==> config.mk <==
export PLATFORM = sky130hd
export DESIGN_NAME = hoplite_nd_switch
export DESIGN_NICKNAME = d
export VERILOG_FILES = /design/src/rtl/hoplite_nd_switch.sv
export SDC_FILE = /design/constraint.sdc
export NUM_CORES = 1
export LEC_CHECK = 0
export ABC_AREA = 1
export CAP_MARGIN = 20
export CORE_AREA = 2 2 433 435
export DETAILED_ROUTE_END_ITERATION = 8
export DIE_AREA = 0 0 435 437
export PLACE_DENSITY = 0.44
export SETUP_SLACK_MARGIN = 0.5
export SYNTH_ARGS = -nofsm -noshare
export SYNTH_HDL_FRONTEND = slang
export SYNTH_SLANG_ARGS = --single-unit
==> constraint.sdc <==
create_clock -name clk -period 2.54 [get_ports clk]
set_input_delay 0.508 -clock clk [delete_from_list [all_inputs] [get_ports clk]]
set_output_delay 0.508 -clock clk [all_outputs]
set_load 0.1 [all_outputs]
==> src/rtl/hoplite_nd_switch.sv <==
// rtl/hoplite_nd_switch.sv - registered N-dimensional Hoplite torus switch with deflection counters
module hoplite_nd_switch #(
  parameter int NUM_DIM   = 3,
  parameter int FLIT_SIZE = 128,
  parameter int COORD_W   = 4,
  parameter int CNT_W     = 16
) (
  input  logic                         clk,
  input  logic                         rst_n,
  input  logic [NUM_DIM*COORD_W-1:0]   local_coord,
  input  logic [NUM_DIM-1:0]           in_valid,
  input  logic [NUM_DIM*FLIT_SIZE-1:0] in_flit,
  output logic [NUM_DIM-1:0]           out_valid,
  output logic [NUM_DIM*FLIT_SIZE-1:0] out_flit,
  input  logic                         pe_in_valid,
  input  logic [FLIT_SIZE-1:0]         pe_in_flit,
  output logic                         pe_in_ready,
  input  logic                         eject_ready,
  output logic                         eject_valid,
  output logic [FLIT_SIZE-1:0]         eject_flit,
  input  logic                         stat_clear,
  output logic [NUM_DIM*CNT_W-1:0]     deflect_count
);

  localparam int IDX_W = (NUM_DIM > 1) ? $clog2(NUM_DIM) : 1;

  logic [FLIT_SIZE-1:0] in_f [NUM_DIM];
  logic [COORD_W-1:0]   loc  [NUM_DIM];

  logic [NUM_DIM-1:0]   req_pass;
  logic [NUM_DIM-1:0]   req_turn;
  logic [NUM_DIM-1:0]   req_eject;
  logic [IDX_W-1:0]     turn_tgt [NUM_DIM];
  logic                 pe_req_eject;
  logic [IDX_W-1:0]     pe_tgt;

  logic [NUM_DIM-1:0]   out_valid_d, out_valid_q;
  logic [FLIT_SIZE-1:0] out_flit_d [NUM_DIM];
  logic [FLIT_SIZE-1:0] out_flit_q [NUM_DIM];
  logic                 eject_valid_d, eject_valid_q;
  logic [FLIT_SIZE-1:0] eject_flit_d, eject_flit_q;
  logic [CNT_W-1:0]     deflect_count_d [NUM_DIM];
  logic [CNT_W-1:0]     deflect_count_q [NUM_DIM];
  logic [NUM_DIM-1:0]   deflect;
  logic                 pe_grant;

  // Split the packed buses into per-dimension views
  always_comb begin
    for (int d = 0; d < NUM_DIM; d++) begin
      in_f[d] = in_flit[d*FLIT_SIZE +: FLIT_SIZE];
      loc[d]  = local_coord[d*COORD_W +: COORD_W];
    end
  end

  // Dimension-ordered route request for every ring input and the PE
  always_comb begin
    req_pass     = '0;
    req_turn     = '0;
    req_eject    = '0;
    pe_req_eject = 1'b1;
    pe_tgt       = '0;
    for (int d = 0; d < NUM_DIM; d++) begin
      turn_tgt[d] = '0;
    end
    for (int d = 0; d < NUM_DIM; d++) begin
      if (in_valid[d]) begin
        if (in_f[d][d*COORD_W +: COORD_W] != loc[d]) begin
          req_pass[d] = 1'b1;
        end else begin
          // Scan downward so the lowest mismatching higher dimension is kept
          for (int j = NUM_DIM - 1; j > d; j--) begin
            if (in_f[d][j*COORD_W +: COORD_W] != loc[j]) begin
              req_turn[d] = 1'b1;
              turn_tgt[d] = IDX_W'(j);
            end
          end
          req_eject[d] = !req_turn[d];
        end
      end
    end
    for (int j = NUM_DIM - 1; j >= 0; j--) begin
      if (pe_in_flit[j*COORD_W +: COORD_W] != loc[j]) begin
        pe_req_eject = 1'b0;
        pe_tgt       = IDX_W'(j);
      end
    end
  end

  // Arbitrate eject, then ring outputs from the top dimension down so every
  // turn target is resolved before its source input decides whether it stays
  always_comb begin
    logic                 ej_any;
    logic [IDX_W-1:0]     ej_sel;
    logic [NUM_DIM-1:0]   ej_won;
    logic [NUM_DIM-1:0]   turn_won;
    logic                 stays;
    logic                 tw_any;
    logic [IDX_W-1:0]     tw_sel;
    ej_any        = 1'b0;
    ej_sel        = '0;
    ej_won        = '0;
    turn_won      = '0;
    stays         = 1'b0;
    tw_any        = 1'b0;
    tw_sel        = '0;
    eject_valid_d = 1'b0;
    eject_flit_d  = '0;
    out_valid_d   = '0;
    deflect       = '0;
    pe_grant      = 1'b0;
    for (int d = 0; d < NUM_DIM; d++) begin
      out_flit_d[d] = '0;
    end

    for (int i = 0; i < NUM_DIM; i++) begin
      if (req_eject[i]) begin
        ej_any = 1'b1;
        ej_sel = IDX_W'(i);
      end
    end
    if (eject_ready && ej_any) begin
      ej_won[ej_sel] = 1'b1;
      eject_valid_d  = 1'b1;
      eject_flit_d   = in_f[ej_sel];
    end else if (eject_ready && pe_in_valid && pe_req_eject) begin
      eject_valid_d = 1'b1;
      eject_flit_d  = pe_in_flit;
      pe_grant      = 1'b1;
    end

    for (int d = NUM_DIM - 1; d >= 0; d--) begin
      stays = req_pass[d] || (req_turn[d] && !turn_won[d]) ||
              (req_eject[d] && !ej_won[d]);
      tw_any = 1'b0;
      tw_sel = '0;
      if (stays) begin
        out_valid_d[d] = 1'b1;
        out_flit_d[d]  = in_f[d];
        deflect[d]     = !req_pass[d];
      end else begin
        for (int i = 0; i < d; i++) begin
          if (req_turn[i] && (turn_tgt[i] == IDX_W'(d))) begin
            tw_any = 1'b1;
            tw_sel = IDX_W'(i);
          end
        end
        if (tw_any) begin
          turn_won[tw_sel] = 1'b1;
          out_valid_d[d]   = 1'b1;
          out_flit_d[d]    = in_f[tw_sel];
        end else if (pe_in_valid && !pe_req_eject && (pe_tgt == IDX_W'(d))) begin
          out_valid_d[d] = 1'b1;
          out_flit_d[d]  = pe_in_flit;
          pe_grant       = 1'b1;
        end
      end
    end
  end

  assign pe_in_ready = rst_n && pe_grant;

  // Saturating deflection counters; clear wins over a concurrent increment
  always_comb begin
    for (int d = 0; d < NUM_DIM; d++) begin
      deflect_count_d[d] = deflect_count_q[d];
      if (stat_clear) begin
        deflect_count_d[d] = '0;
      end else if (deflect[d] && (deflect_count_q[d] != {CNT_W{1'b1}})) begin
        deflect_count_d[d] = deflect_count_q[d] + CNT_W'(1);
      end
    end
  end

  // Output and statistics registers
  always_ff @(posedge clk) begin
    if (!rst_n) begin
      out_valid_q   <= '0;
      eject_valid_q <= 1'b0;
      eject_flit_q  <= '0;
      for (int d = 0; d < NUM_DIM; d++) begin
        out_flit_q[d]      <= '0;
        deflect_count_q[d] <= '0;
      end
    end else begin
      out_valid_q   <= out_valid_d;
      eject_valid_q <= eject_valid_d;
      eject_flit_q  <= eject_flit_d;
      for (int d = 0; d < NUM_DIM; d++) begin
        out_flit_q[d]      <= out_flit_d[d];
        deflect_count_q[d] <= deflect_count_d[d];
      end
    end
  end

  // Repack registered state onto the output buses
  always_comb begin
    out_valid   = out_valid_q;
    eject_valid = eject_valid_q;
    eject_flit  = eject_flit_q;
    for (int d = 0; d < NUM_DIM; d++) begin
      out_flit[d*FLIT_SIZE +: FLIT_SIZE]  = out_flit_q[d];
      deflect_count[d*CNT_W +: CNT_W]     = deflect_count_q[d];
    end
  end

endmodule

==> impl_metrics.toml <==
# physical design summary
[routing]
first_pass_iters = 6
drc_errors = 0
viasPerCell = 4.632

[synth]
ys_top_logic_family = "simple AND/OR/NAND/NOR gates"
synth_top_area_share_pct = 41.80
synth_area_per_cell_sq_um = 6.865
yosysTopAreaCell = "dfxtp_1"
synth_seq_share_pct = 41.80
synth.cellmix.xorXnorShare_pct = 1.621
synth_top_flop_cell = "dfxtp_1"
synth_flops = 564
common_cells = "1159 x nand2_1, 564 x dfxtp_1, 507 x nand3_1, 431 x a21oi_1, 209 x clkbuf_1"
ys.warnings.count = 0

[clock_tree]
numCtsBuffers = 81
clockBufferDepth = 3
cts_tree = "done"

[placement]
place.gp.congestion = 0.9184
io_buffer_count = 1096
dp.cells = 7501

[setup_path]
crit_arrival_ns = 2.44
cp_max_fo = 4
reg2reg_from = "deflect_count_q[0][0]$_SDFFE_PP0P_"

[layout]
inv_count = 211
insertedDiodeCount = 45
fin_cells = 7841
comb_cells = 2830
clkbuf_count = 119
areaGrowthSynthToFinish_pct = 82.20
seq_area_share_pct = 23.12
clock_area_share_pct = 5.852

[power]
p_comb_share_pct = 26.8
power_leader = "the clock network"
power.density_mw_per_mm2 = 613.7
pwr-share-clk_pct = 41.9

[timing]
setup_violations = 130
setup_ws_ns = -0.4090
timing.final.hold_violations = 0
fmax_mhz = 339.1
slew_violations = 0

[outcome]
violations = "setup timing"
outcome = "finished, violations left"

[floorplanning]
nWellTaps = 2480
io_pins = 1097
die_x_um = 435

[min_path]
worst_hold_path_type = "in2reg"

[global_route]
grt_max_degree = 104
-- worst max-delay path, cell delays in order --
cell and delay (ns):
buf_4 0.13, inv_1 0.08, nand2_1 0.07, nand2_2 0.12, nor2_4 0.05, nand3_2 0.07, buf_6 0.14, nor2_4 0.05
buf_4 0.12, buf_4 0.13, a21oi_4 0.14, nand3_2 0.13, nand2_2 0.11, nor2_4 0.05, a21oi_4 0.30, buf_12 0.22
-- layer usage --
layer  track usage [%]  share of wire (%)  routed length [um]  vias up
met1             27.42                 40               89320    17760
met3             4.957                7.8               17430      504
met2             37.32                 47              106500     2064
met5                 0              0.087                 195        -
met4             10.45                5.0               11260       30
li1                  -                  -                   -    15960
-- state kept, by name, indices dropped and copies added (netlist names) --
register and flops:
out_flit_q 384, deflect_count_q 48, out_valid 3, eject_flit 128, eject_valid 1
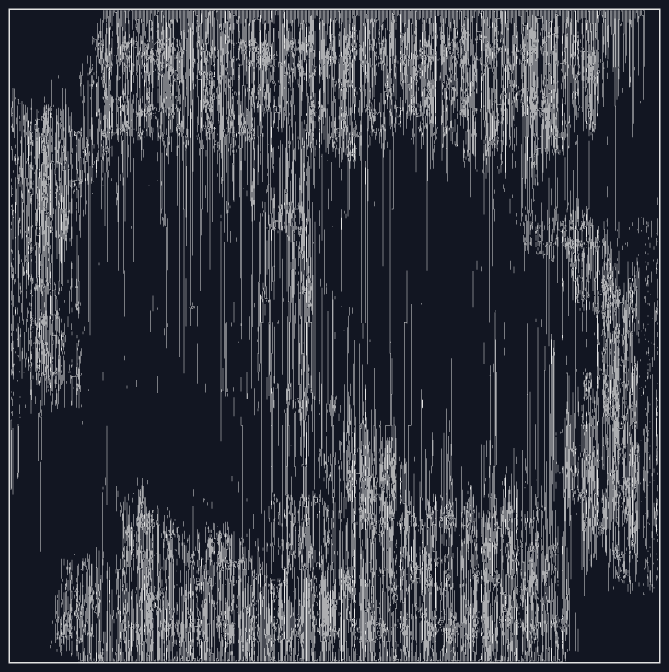
layer_met2.png
The wires run mostly vertical. 4750 nets have wire on it. The layer carries 107 mm of wire. The longest straight run is 234 um.
Global Route met2 Usage: 37.32%
final wirelength: 224700 um

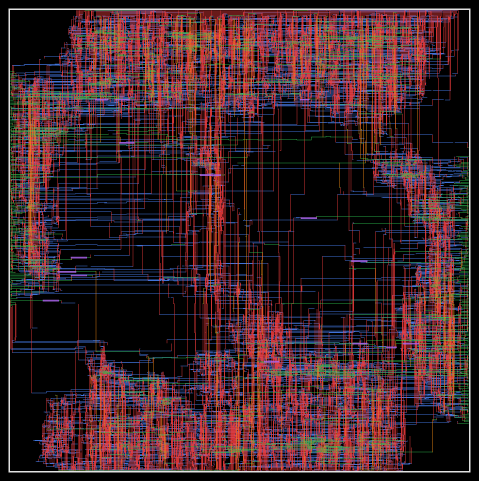
wires.png
Key: blue = metal 1 [wire length 89.3 mm]; red = metal 2 [wire length 107 mm]; orange = metal 4 [wire length 11300 um]; purple = metal 5 [wire length 195 um]; green = metal 3 [wire length 17400 um]
via count: 36320
routed len/inst: 28.66 um

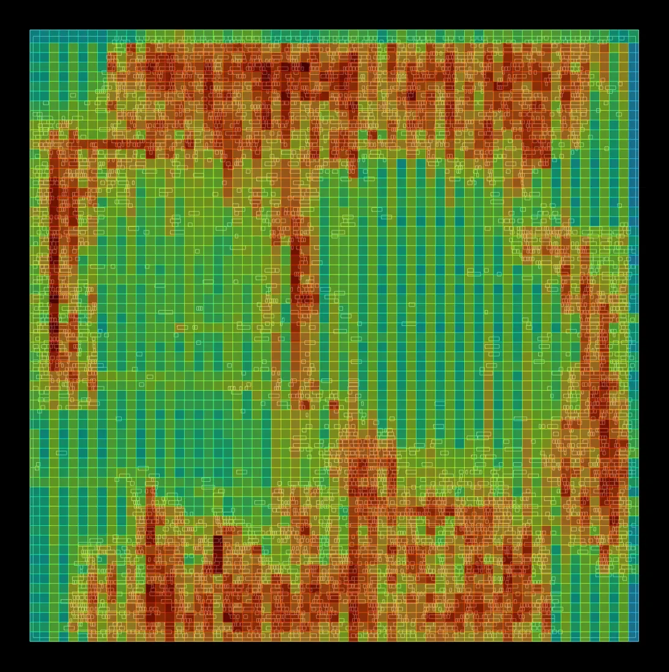
congestion.png
met1 GRT Util: 27.42%
global route hottest layer: met2
GRT Total Usage: 22.43%
met3 GRT Util: 4.957%

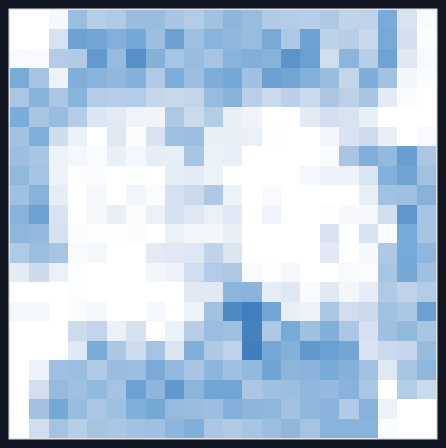
cell_density.png
The die is cut into 22 by 22 equal tiles; white is low, dark blue is high, 0 to 100% covered.
The fullest tile reaches 68%. The mean over all tiles is 24%. The densest ninth of the die: bottom center. The emptiest ninth of the die: center. 20% of the tiles are nearly empty.
Final Core Density: 26.60%
FP Core Util: 14.60%
CORE AREA: 0.1850 sq mm

Power figures rest on the tool's default switching activity, not on a simulated workload.
